File: src/rtl/router_pkg.sv
// Shared router definitions: port indices, port count and arbiter state encoding.
// Also provides the modulo-N_PORT wrap helper used by the round-robin logic.
package router_pkg;

    localparam int N_PORT = 5;

    localparam logic [2:0] PORT_L = 3'd0;
    localparam logic [2:0] PORT_N = 3'd1;
    localparam logic [2:0] PORT_E = 3'd2;
    localparam logic [2:0] PORT_S = 3'd3;
    localparam logic [2:0] PORT_W = 3'd4;

    typedef enum logic {
        ARB_IDLE = 1'b0,
        ARB_LOCK = 1'b1
    } arb_state_t;

    // Folds a value in 0..2*N_PORT-1 back into 0..N_PORT-1.
    function automatic logic [2:0] port_wrap(input logic [3:0] v);
        logic [3:0] r;
        r = (v >= 4'(N_PORT)) ? (v - 4'(N_PORT)) : v;
        return r[2:0];
    endfunction

endpackage

File: src/rtl/rr_picker.sv
// Combinational round-robin picker: first requester at or after ptr, wrapping modulo N_PORT.
// Shared with the virtual-channel allocator.
module rr_picker
    import router_pkg::*;
(
    input  logic [N_PORT-1:0] req,
    input  logic [2:0]        ptr,
    output logic [N_PORT-1:0] winner,
    output logic [2:0]        winner_idx,
    output logic              any
);

    logic [2:0] cand_idx [N_PORT];

    genvar gi;
    generate
        for (gi = 0; gi < N_PORT; gi++) begin : g_cand
            assign cand_idx[gi] = port_wrap(4'({1'b0, ptr}) + 4'(gi));
        end
    endgenerate

    // Lowest offset from ptr wins, so scan from the far end and let nearer hits overwrite.
    always_comb begin
        winner     = '0;
        winner_idx = '0;
        any        = 1'b0;
        for (int k = N_PORT - 1; k >= 0; k--) begin
            if (req[cand_idx[k]]) begin
                winner                = '0;
                winner[cand_idx[k]]   = 1'b1;
                winner_idx            = cand_idx[k];
                any                   = 1'b1;
            end
        end
    end

endmodule

File: src/rtl/output_port_arbiter.sv
// Per-output wormhole arbiter: round-robin grant held for a whole packet, stalled by downstream full.
// Optional stall watchdog enabled by defining OUTARB_WATCHDOG_EN.
module output_port_arbiter
    import router_pkg::*;
#(
    parameter int PKT_LEN  = 4,
    parameter int WD_LIMIT = 16
) (
    input  logic              clk,
    input  logic              rst,
    input  logic [N_PORT-1:0] req,
    input  logic              full,
    output logic [N_PORT-1:0] grant,
    output logic [2:0]        sel,
    output logic              out_val,
    output logic              tail,
    output logic              locked,
    output logic              wd_abort
);

    arb_state_t        state_reg, state_next;
    logic [N_PORT-1:0] grant_reg, grant_next;
    logic [2:0]        sel_reg, sel_next;
    logic [2:0]        ptr_reg, ptr_next;
    logic [7:0]        cnt_reg, cnt_next;
    logic              wd_fire;

    logic [N_PORT-1:0] pick_winner;
    logic [2:0]        pick_idx;
    logic              pick_any;

    rr_picker u_picker (
        .req        (req),
        .ptr        (ptr_reg),
        .winner     (pick_winner),
        .winner_idx (pick_idx),
        .any        (pick_any)
    );

    assign locked  = (state_reg == ARB_LOCK);
    assign grant   = grant_reg;
    assign sel     = sel_reg;
    assign out_val = locked && req[sel_reg] && !full;
    assign tail    = out_val && (cnt_reg == 8'(PKT_LEN - 1));

`ifdef OUTARB_WATCHDOG_EN
    logic [7:0] stall_reg, stall_next;
    logic       wd_abort_reg;

    // Counts consecutive LOCK cycles without a transfer; fires on the WD_LIMIT-th one.
    always_comb begin
        stall_next = '0;
        wd_fire    = 1'b0;
        if (locked && !out_val) begin
            if (stall_reg == 8'(WD_LIMIT - 1)) begin
                wd_fire = 1'b1;
            end else begin
                stall_next = stall_reg + 8'd1;
            end
        end
    end

    always_ff @(posedge clk or negedge rst) begin
        if (!rst) begin
            stall_reg    <= '0;
            wd_abort_reg <= 1'b0;
        end else begin
            stall_reg    <= stall_next;
            wd_abort_reg <= wd_fire;
        end
    end

    assign wd_abort = wd_abort_reg;
`else
    assign wd_fire  = 1'b0;
    assign wd_abort = 1'b0;
`endif

    always_ff @(posedge clk or negedge rst) begin
        if (!rst) begin
            state_reg <= ARB_IDLE;
            grant_reg <= '0;
            sel_reg   <= '0;
            ptr_reg   <= '0;
            cnt_reg   <= '0;
        end else begin
            state_reg <= state_next;
            grant_reg <= grant_next;
            sel_reg   <= sel_next;
            ptr_reg   <= ptr_next;
            cnt_reg   <= cnt_next;
        end
    end

    always_comb begin
        state_next = state_reg;
        grant_next = grant_reg;
        sel_next   = sel_reg;
        ptr_next   = ptr_reg;
        cnt_next   = cnt_reg;
        unique case (state_reg)
            ARB_IDLE: begin
                if (pick_any) begin
                    state_next = ARB_LOCK;
                    grant_next = pick_winner;
                    sel_next   = pick_idx;
                    cnt_next   = '0;
                end
            end
            ARB_LOCK: begin
                if (out_val) begin
                    cnt_next = cnt_reg + 8'd1;
                end
                // Release always passes through IDLE, giving the one-cycle bubble.
                if (tail || wd_fire) begin
                    state_next = ARB_IDLE;
                    grant_next = '0;
                    sel_next   = '0;
                    cnt_next   = '0;
                    ptr_next   = port_wrap({1'b0, sel_reg} + 4'd1);
                end
            end
            default: state_next = ARB_IDLE;
        endcase
    end

endmodule

File: config.mk
export PLATFORM = sky130hd
export DESIGN_NAME = output_port_arbiter
export DESIGN_NICKNAME = d
export VERILOG_FILES = /design/src/rtl/router_pkg.sv /design/src/rtl/rr_picker.sv /design/src/rtl/output_port_arbiter.sv
export SDC_FILE = /design/constraint.sdc
export NUM_CORES = 1
export LEC_CHECK = 0
export CAP_MARGIN = 20
export CELL_PAD_IN_SITES_DETAIL_PLACEMENT = 0
export CELL_PAD_IN_SITES_GLOBAL_PLACEMENT = 1
export CORE_ASPECT_RATIO = 0.9
export CORE_MARGIN = 2
export CORE_UTILIZATION = 40
export CTS_CLUSTER_DIAMETER = 100
export DETAILED_ROUTE_END_ITERATION = 6
export PLACE_DENSITY = 0.78
export SLEW_MARGIN = 10
export SYNTH_ARGS = -nofsm -noshare
export SYNTH_HDL_FRONTEND = slang
export SYNTH_SLANG_ARGS = --single-unit
File: constraint.sdc
create_clock -name clk -period 3.4 [get_ports clk]
set_input_delay 0.34 -clock clk [delete_from_list [all_inputs] [get_ports clk]]
set_output_delay 0.34 -clock clk [all_outputs]
set_load 0.05 [all_outputs]
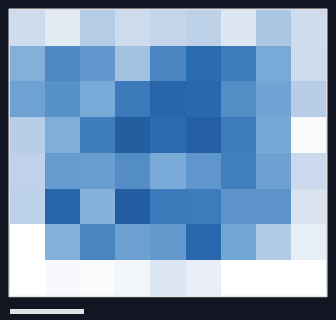
**Above:** run 1 (cell area per tile).
Scale bar: 20 um. 9 x 8 tiles, from white (low) to dark blue (high), 0 to 100% covered.
mean over tiles: 44%
nearly empty tiles: 6.9%
emptiest ninth of the die: lower right
densest ninth of the die: centre
tiles over 75% full: 13%

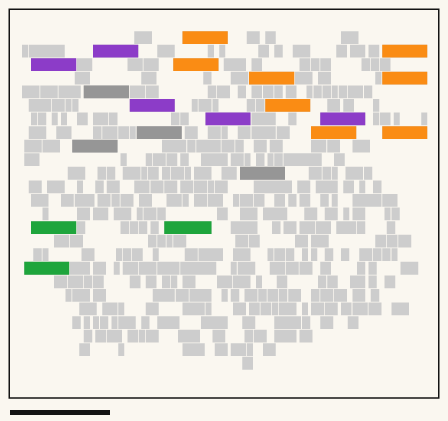
**Above:** run 1 (sequential cells coloured by netlist name).
Scale bar: 20 um. Other sequential cells in the stronger grey, the rest of the logic in the fainter grey.
| colour | netlist name | flops |
|---|---|---|
| purple | grant | 5 |
| orange | cnt_reg | 8 |
| green | ptr_reg | 3 |

==> summary.txt, run 1 <==
Here are the numbers from the latest Yosys + OpenROAD run.

The cell sitting at the root of the clock tree is a sky130_fd_sc_hd__clkbuf_8. The multi-input combinational cell count came out at 259. The maximum clock rate is 312.0 MHz.

The netlist area before placement came out at 0.002407 mm2. The post-route utilization of the core is recorded as 0.5198. The global-route met1 utilization came out at 0.3715. In the global route stage, met3 resource usage came out at 0.03723.

The flow ran to the end, and the final reports show no timing, DRC or antenna violations. The area of the die came out at 0.006656 mm2. The global-route total usage across every layer came out at 0.2373. The routed wire length came out at 7751 um.

The clock period could shrink to 3205 ps. The share of the yosys chip area belonging to registers came out at 0.2079. The final layout net count is roughly 380. Per the detail_route report, vias per standard cell equal 6.233. The final setup TNS is 0 ps. The number of buffers on the longest clock path came out at 2.

In the final layout, excluding clock buffers the buffer count is 57. Once placement finished, the instance area stood at 0.002889 mm2. The vertical extent of the die is 77.60 um.

According to the floorplan report, the placeable core area is 0.005758 mm2. Clock tree synthesis inserted a total of 3 buffers. Per the gpl log, the routability congestion estimate is slightly below 1. Among all cell classes, the greatest summed area belongs to multi-input combinational cells. The class of the tightest hold or removal check is register to register. The inverter tally of the final layout excluding the clock network is 19. The number of cells traversed by the worst register-to-register path is 12. The commonest register cell is sky130_fd_sc_hd__dfrtp_1.

The delay of the slowest cell on the worst path is 470 ps. The synthesized area divided by synthesized cell count is between 7 and 8 um2. The number of antenna violations at the first check in global routing is 0. The post-synthesis cell count from yosys came out at 314.

Per the detail_route log, the uppermost layer with routed signals is met4. The overall power after layout is 3.476 mW. Once placement completed, the tool counted placed cells totaling between 400 and 500. The worst slack at placement is 85.59 ps. The non-clock buffer contribution to total cell area is 0.1605. The clock tree cell share of total cell area came out at 0.01839. The register with the most flip-flops in the layout has 8 of them. Per the synthesis report, the dominant area consumer among library cells is sky130_fd_sc_hd__dfrtp_1. The maximum resistive drop on vdd is 0.4928 mV.

The yosys synthesis warning count is 0. After detailed routing, the met2 layer carries 3350 um of wire. After synthesis, the share of flip-flops with an asynchronous set or reset is 1.000.

The summed area of non-filler cells in the final layout is approximately 0.003 mm2. The via count came out at 2674. The number of top-level design ports came out at 20. On the critical path, the stage with the largest delay is an instance of sky130_fd_sc_hd__dfrtp_2. The number of levels the H-tree was split into came out at 1. In this run the critical register-to-register path is launched from ptr_reg[1]$_DFFE_PN0P_.

The final worst-path setup slack came out at 195.2 ps. The setup violation total in the final timing report is 0. The worst-skew pair later-pin latency came out at 260 ps. The first-pass GRT wire length is 12650 um.

Multi-input logic gates represent a cell area share of 0.6003. The register cell area after layout is 501.7 um2. The data required time of the critical path is roughly 3600 ps. The iteration-0 DRC count of the detailed router came out at 227. The critical path is of the register to register type. The number of synthesized register bits is 20.

The estimated wirelength of the detail-placed design is 6055 um. STA classifies the critical path endpoint as a register. The total power density per cell area is 1161 mW/mm2. In the final routed layout, each cell accounts on average for 18.07 um.

The met2 layer usage reported by global route came out at 0.3508. The first detailed-routing pass took 7 iterations. The total number of cells along the worst setup path came out at 12. The main area contributors are sky130_fd_sc_hd__dfrtp_1, sky130_fd_sc_hd__ha_1, sky130_fd_sc_hd__a21oi_1, sky130_fd_sc_hd__nand3_1, sky130_fd_sc_hd__nand2_1. In this run, synthesis inferred 0 flip-flops with an integrated enable. The number of sinks driven by the clock tree came out at 20. The post-synthesis cell type count came out at 69.

Per STA, the endpoint of the critical path is sel[1]$_DFFE_PN0P_. The max-slew violation count came out at 0. The number of global-route vias before repair came out at 2504. The highest net fanout along the worst path is 7.

The horizontal die dimension reported for this design is 85.78 um. The number of warnings in the stage logs came out at 32. The worst hold slack across all endpoints is 496.2 ps. Among cell families on the critical path, the largest total delay comes from AND-OR/OR-AND gates.

Across the placement rows, the number of tap cells is 70. The worst setup path is launched from a register. After layout, the clock buffer instance count stands at 4. In the finished design, the share of the clock period the worst path needs comes to 0.9426. The layer carrying the most global-route usage is met1.

Traced cell by cell, the critical path runs through inv_1, ha_1, ha_1, buf_4, a211oi_1, buf_4, o22ai_1, a31o_2, o21a_1, o41ai_2, a221oi_2, o2bb2ai_1. The number of nets produced by synthesis is 334. Per the final layout report, the fraction of cells sized above drive strength 1 comes to 0.1866. TritonCTS built the clock tree.
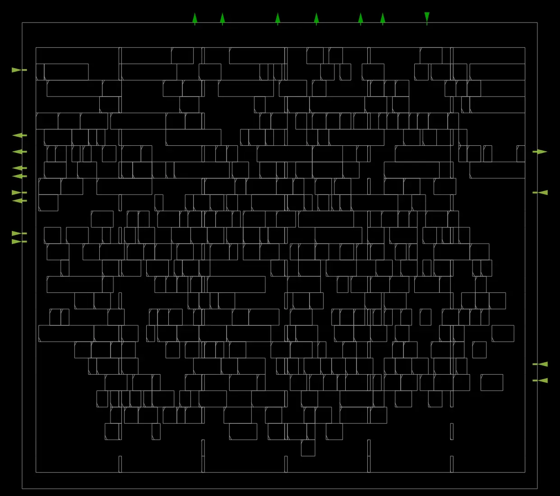
**Above:** run 1 (placement view).
sequential cell count: 20
Layout Cells excl Fill: 429
Layout fillers: 540

[run 1: worst reg2reg max path, cell delays in order (launching register included)]
cell and delay, ps:
sky130_fd_sc_hd__dfrtp_2 470, sky130_fd_sc_hd__inv_1 200, sky130_fd_sc_hd__ha_1 270, sky130_fd_sc_hd__ha_1 310
sky130_fd_sc_hd__buf_4 180, sky130_fd_sc_hd__a211oi_1 190, sky130_fd_sc_hd__buf_4 160, sky130_fd_sc_hd__o22ai_1 90
sky130_fd_sc_hd__a31o_2 270, sky130_fd_sc_hd__o21a_1 250, sky130_fd_sc_hd__o41ai_2 460, sky130_fd_sc_hd__a221oi_2 110
sky130_fd_sc_hd__o2bb2ai_1 170
[run 1: synth_stat cells (all sizes together), types with 3 or more instances]
| master | count |
|---|---|
| dfrtp | 20 |
| and3 | 4 |
| nor3 | 9 |
| inv | 19 |
| nand4 | 3 |
| nand2b | 13 |
| a21oi | 22 |
| o22ai | 5 |
| a211oi | 10 |
| o21ai | 20 |
| mux2i | 7 |
| nor2 | 15 |
| o2bb2ai | 6 |
| o21a | 4 |
| buf | 8 |
| a221oi | 3 |
| nand2 | 26 |
| clkbuf | 8 |
| xnor2 | 3 |
| a31oi | 7 |
| a31o | 3 |
| and2 | 4 |
| ha | 11 |
| o31ai | 7 |
| nand3b | 5 |
| nor2b | 5 |
| nand3 | 21 |
[run 1: power by group]
part / internal [mW] / total, mW / switching (mW)
Sequential: 0.315 / 0.420 / 0.105
Combinational: 1.18 / 2.87 / 1.68
Clock: 0.103 / 0.188 / 0.0853
[run 1: kinds of logic after synthesis]
family	after synthesis	synth area share
mux	9	0.03846
buf+inv	35	0.06237
fa+ha+maj	12	0.06549
xor+xnor	5	0.01819
other cells	1	0.001558
simple gates	116	0.2614
compound gates	116	0.3446
flops	20	0.2079
[run 1: worst min path at each step]
stage	to	depth (start not counted)	start	slack [ps]
final	cnt_reg[7]$_DFFE_PN0P_	1	cnt_reg[7]$_DFFE_PN0P_	500
after global placement	grant[0]$_DFFE_PN0P_	1	grant[0]$_DFFE_PN0P_	470
after CTS	cnt_reg[7]$_DFFE_PN0P_	1	cnt_reg[7]$_DFFE_PN0P_	500
after floorplan	cnt_reg[0]$_DFFE_PN0P_	0	rst	40
after detailed placement	grant[2]$_DFFE_PN0P_	1	grant[2]$_DFFE_PN0P_	480
after global routing	grant[2]$_DFFE_PN0P_	1	grant[2]$_DFFE_PN0P_	520
[run 1: layout by cell type, fill, tap and decap left out, drive strengths merged, types with 4 or more instances in the layout]
cell / synthesis / final
dfrtp: 20 / 20
nor2: 15 / 15
a31oi: 7 / 7
o21ai: 20 / 20
nand3b: 5 / 5
nand3: 21 / 21
clkdlybuf4s50: 0 / 16
and3: 4 / 4
a21oi: 22 / 22
nor2b: 5 / 5
o21a: 4 / 4
o2bb2ai: 6 / 6
mux2i: 7 / 7
o31ai: 7 / 7
nor3: 9 / 9
ha: 11 / 11
nand2b: 13 / 13
nand2: 26 / 26
a211oi: 10 / 10
buf: 8 / 41
clkbuf: 8 / 4
and2: 4 / 4
o22ai: 5 / 5
inv: 19 / 19
[run 1: repair_timing]
item / CTS / global route
gates resized: 0 / 8
buffers inserted: 0 / 1
setup endpoints to repair: 0 / 17
**Run 1: I/O nets highlighted**

Scale bar: 20 um.
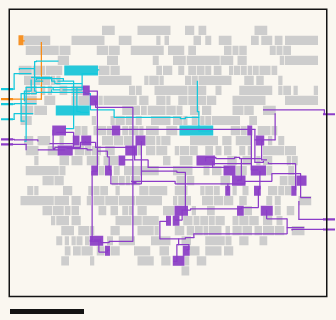

## Run 2: what changed since run 1
--- a/config.mk
+++ b/config.mk
@@ -13,6 +13,7 @@
 export CORE_UTILIZATION = 40
 export CTS_CLUSTER_DIAMETER = 100
 export DETAILED_ROUTE_END_ITERATION = 6
+export MAX_ROUTING_LAYER = met4
 export PLACE_DENSITY = 0.78
 export SLEW_MARGIN = 10
 export SYNTH_ARGS = -nofsm -noshare
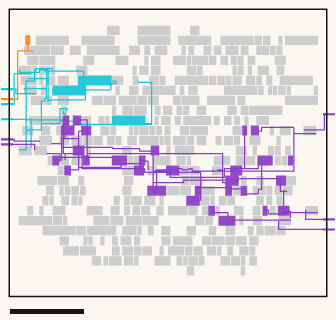
**Above:** run 2 (I/O nets highlighted).
Scale bar: 20 um.
| colour | port | direction | end cells | buffers | wire |
|---|---|---|---|---|---|
| orange | tail | output | 1 | 1 | 20.8 um |
| cyan | sel | output | 3 | 3 | 228 um |
| purple | req | input | 31 | 9 | 540 um |

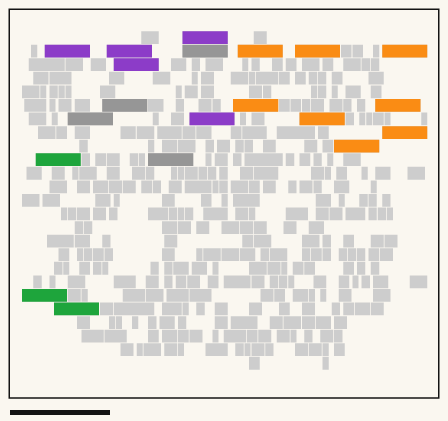
**Above:** run 2 (sequential cells coloured by netlist name).
Scale bar: 20 um. Other sequential cells in the stronger grey, the rest of the logic in the fainter grey.
| colour | netlist name | flops |
|---|---|---|
| purple | grant | 5 |
| green | ptr_reg | 3 |
| orange | cnt_reg | 8 |
not coloured: 4

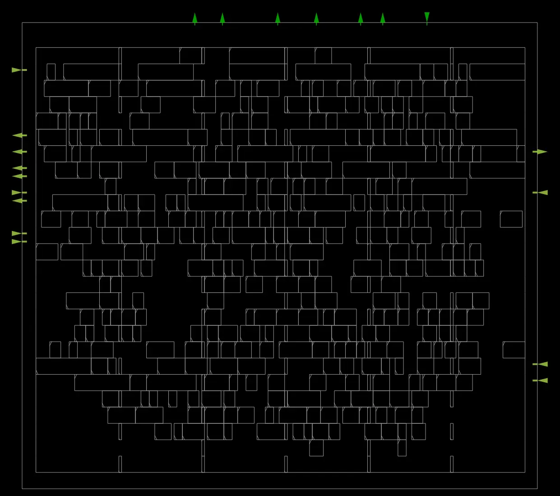
**Above:** run 2 (placement view).
standard-cell row count: 26
Layout fillers: 567
Layout Cells excl Fill: 428

==> summary.txt, run 2 <==
Here are the numbers from the latest Yosys + OpenROAD run.

The average wire per cell in the routed design is 17.55 um (-2.9%). The setup violation total in the final timing report came out at 0 (unchanged). The largest clock skew in the final design came out at 3.039 ps. The primary flip-flop cell chosen by synthesis mapping is sky130_fd_sc_hd__dfrtp_1.

The share of the core filled by cells before placement came out at 0.4181. The vertical extent of the die came to 77.60 um (unchanged). The first-pass GRT wire length is 12410 um (-1.9%). The main area contributors are sky130_fd_sc_hd__dfrtp_1, sky130_fd_sc_hd__ha_1, sky130_fd_sc_hd__a21oi_1, sky130_fd_sc_hd__nand3_1, sky130_fd_sc_hd__nand2_1. The estimated wirelength of the detail-placed design came out at 5911 um (-2.4%). The worst slack at placement is 92.01 ps (+6.418 ps). The total power density per cell area is 1153 mW/mm2 (-0.73%). The final RePlAce weighted congestion came to 0.9853 (+0.64%). The synthesized area divided by synthesized cell count was 7.667 um2 (unchanged). The number of endpoints with negative hold slack in the final report is 0. The final worst-path setup slack was 195.7 ps (+0.5040 ps). The number of levels the H-tree was split into came out at 1 (unchanged). The first-pass iteration count of the detailed router was 7 (unchanged). The cell total after placement was 422 (-0.47%). The number of antenna violations at the first check in global routing came out at 0 (unchanged). The highest net fanout along the worst path came to 6 (-1). The launch point of the worst register-to-register path is recorded as ptr_reg[1]$_DFFE_PN0P_. The worst setup slack for register-to-register paths is 200 ps. The worst setup path is captured at a register. The TritonCTS buffer count came to 3 (unchanged).

The flow ran to the end, and the final reports show no timing, DRC or antenna violations. The number of global-route vias before repair was 2460 (-1.8%). The yosys synthesis warning count came out at 0 (unchanged). The maximum clock rate came to 312.1 MHz (about the same). The number of top-level design ports was 20 (unchanged). The register cell area after layout is 500.5 um2 (-0.25%). The share of the clock period used by the worst path after layout came to 0.9424 (about the same).

The final layout net count is 379 (-0.26%). The netlist area before placement is 0.002407 mm2 (unchanged). The timing report gives the clock slew at the launch and capture registers of the worst setup and hold paths as 80 ps. The number of synthesized register bits was 20 (unchanged). The global-route total usage across every layer is 0.2385 (+0.001144). The number of buffers on the longest clock path was 2 (unchanged). The iteration-0 DRC count of the detailed router came out at 375 (+65%). TritonCTS built the clock tree.

Ranking logic cells in the layout by count gives the top entries sky130_fd_sc_hd__buf_4, sky130_fd_sc_hd__nand2_1, sky130_fd_sc_hd__a21oi_1, sky130_fd_sc_hd__nand3_1, sky130_fd_sc_hd__dfrtp_1. The maximum resistive drop on vdd is 0.4477 mV (-9.2%). The width of the die came to 85.78 um (unchanged). The share of the yosys chip area belonging to registers is 0.2079 (unchanged).

The via count came out at 2663 (-0.41%). Leaving out fill and tap cells, the most frequent cell in the layout is sky130_fd_sc_hd__buf_4. The final setup TNS is 0 ps (unchanged).

The switching power summed over all nets is 1.859 mW (-0.83%). The routed wire length is 7512 um (-3.1%). The summed area of non-filler cells in the final layout was 0.002974 mm2 (-0.63%). The placement-stage cell area came to 0.002874 mm2 (-0.52%). The data required time of the critical path is 3590 ps (about the same). The class of the tightest hold or removal check is register to register. The share of async-settable or async-resettable flops after synthesis is 1.000 (unchanged). The post-synthesis cell type count came out at 69 (unchanged). The core area came out at 0.005758 mm2 (unchanged).

The number of nets produced by synthesis is 334 (unchanged). The proportion of layout cells with a drive suffix above 1 was 0.1760 (-0.01065). The endpoint of the most critical setup path is sel[1]$_DFFE_PN0P_. The worst-skew pair later-pin latency came to 270 ps (about the same). The cell internal power dissipation came out at 1.570 mW (-2.0%). The portion of total power attributed to combinational logic came to 0.823 (-0.002). The delay of the slowest cell on the worst path came out at 560 ps (+90 ps).

The library cell with the largest summed area after synthesis is sky130_fd_sc_hd__dfrtp_1. The number of flip-flops in the largest register was 8 (unchanged). The count of library flops with an enable pin is 0 (unchanged). The switching share of total power is 0.5421 (+0.002846). The number of sinks driven by the clock tree came out at 20 (unchanged). The commonest cells after synthesis are sky130_fd_sc_hd__nand2_1, sky130_fd_sc_hd__a21oi_1, sky130_fd_sc_hd__nand3_1, sky130_fd_sc_hd__dfrtp_1, sky130_fd_sc_hd__o21ai_0. The category of cells accounting for the largest share of critical-path delay is AND-OR/OR-AND gates. The worst hold slack across all endpoints came to 501.4 ps (+5.127 ps). The shortest clock period the worst path allows after layout is 3204 ps (-0.5040 ps). The detailed-route vias per instance is 6.222 (-0.18%).

Per the STA report, the cell with the highest stage delay on the worst path is sky130_fd_sc_hd__o41ai_1. The max-slew violation count came out at 0 (unchanged). STA classifies the critical path startpoint as a register.

The post-synthesis cell count from yosys came to 314 (unchanged). The worst-case max-slew headroom was logged as 0.3500. The fraction of power consumed by sequential logic is 0.120 (about the same).

The area of the die was 0.006656 mm2 (unchanged). Listed in order, past its start point the critical path passes inv_1, ha_1, ha_1, a221o_1, a21boi_1, a32o_1, o21a_1, o41ai_1, a221oi_1, o2bb2ai_1. The tree is rooted in a sky130_fd_sc_hd__clkbuf_8. The total number of cells along the worst setup path came out at 10 (-2). The critical path is of the register to register type.
[run 2: cell counts after synthesis]
Identical to the previous run, type by type.
[run 2: cells by family after synthesis]
group	count (synthesis)	share of synthesized area
mux	9	0.03846
other cells	1	0.001558
flops	20	0.2079
xor+xnor	5	0.01819
buf+inv	35	0.06237
fa+ha+maj	12	0.06549
compound gates	116	0.3446
simple gates	116	0.2614
[run 2: what timing repair did]
item	in CTS	in global routing
endpoints found under the setup margin	0	14
buffers inserted	0	2
gates resized	0	5
[run 2: worst register-to-register path, delay by kind of cell, from the launching register on]
| kind | cells | cell delay [ps] |
|---|---|---|
| AOI/OAI and AO/OA | 7 | 1980 |
| adders and majority gates | 2 | 560 |
| buffers and inverters | 1 | 190 |
| DFF | 1 | 400 |
[run 2: area by class of cell]
| cell class | instances | area share |
|---|---|---|
| timing repair buffer | 56 | 0.1590 |
| inverter | 19 | 0.02398 |
| multi-input combinational | 259 | 0.6008 |
| sequential | 20 | 0.1683 |
| clock buffer | 4 | 0.01851 |
| tap | 70 | 0.02945 |
[run 2: power by group through the flow]
stage / Clock (mW) / Combinational (mW) / Sequential (mW)
2_1_floorplan: 0 / 1.70 / 0.540
3_3_place_gp: 0 / 2.70 / 0.415
3_5_place_dp: 0 / 2.69 / 0.414
4_1_cts: 0.197 / 2.71 / 0.411
5_1_grt: 0.210 / 3.07 / 0.426
6_report: 0.193 / 2.82 / 0.413
[run 2: metal layers]
metal	GRT usage	up-vias	wire, um
li1	-	1289	-
met5	-	-	0
met4	0.04127	0	62
met1	0.3406	1265	3685
met2	0.3633	103	3332
met3	0.03511	6	431
[run 2: worst min path at each step]
stage                                 startpoint                     end  slack (ps)  cells past startpoint
final                     cnt_reg[7]$_DFFE_PN0P_  cnt_reg[7]$_DFFE_PN0P_         500                      1
after global routing        grant[0]$_DFFE_PN0P_    grant[0]$_DFFE_PN0P_         510                      1
after CTS                 cnt_reg[7]$_DFFE_PN0P_  cnt_reg[7]$_DFFE_PN0P_         500                      1
after detailed placement    grant[4]$_DFFE_PN0P_    grant[4]$_DFFE_PN0P_         480                      1
after global placement    cnt_reg[7]$_DFFE_PN0P_  cnt_reg[7]$_DFFE_PN0P_         470                      1
after floorplan                              rst  cnt_reg[0]$_DFFE_PN0P_          40                      0
[run 2: per-stage QoR]
stage	power, mW	util
2_1_floorplan	2.243	-
4_1_cts	3.320	0.5087
3_5_place_dp	3.105	0.4991
6_report	3.429	0.5165
5_1_grt	3.703	0.5165
3_3_place_gp	3.118	0.4991
Power is estimated from default activity; no workload was simulated.
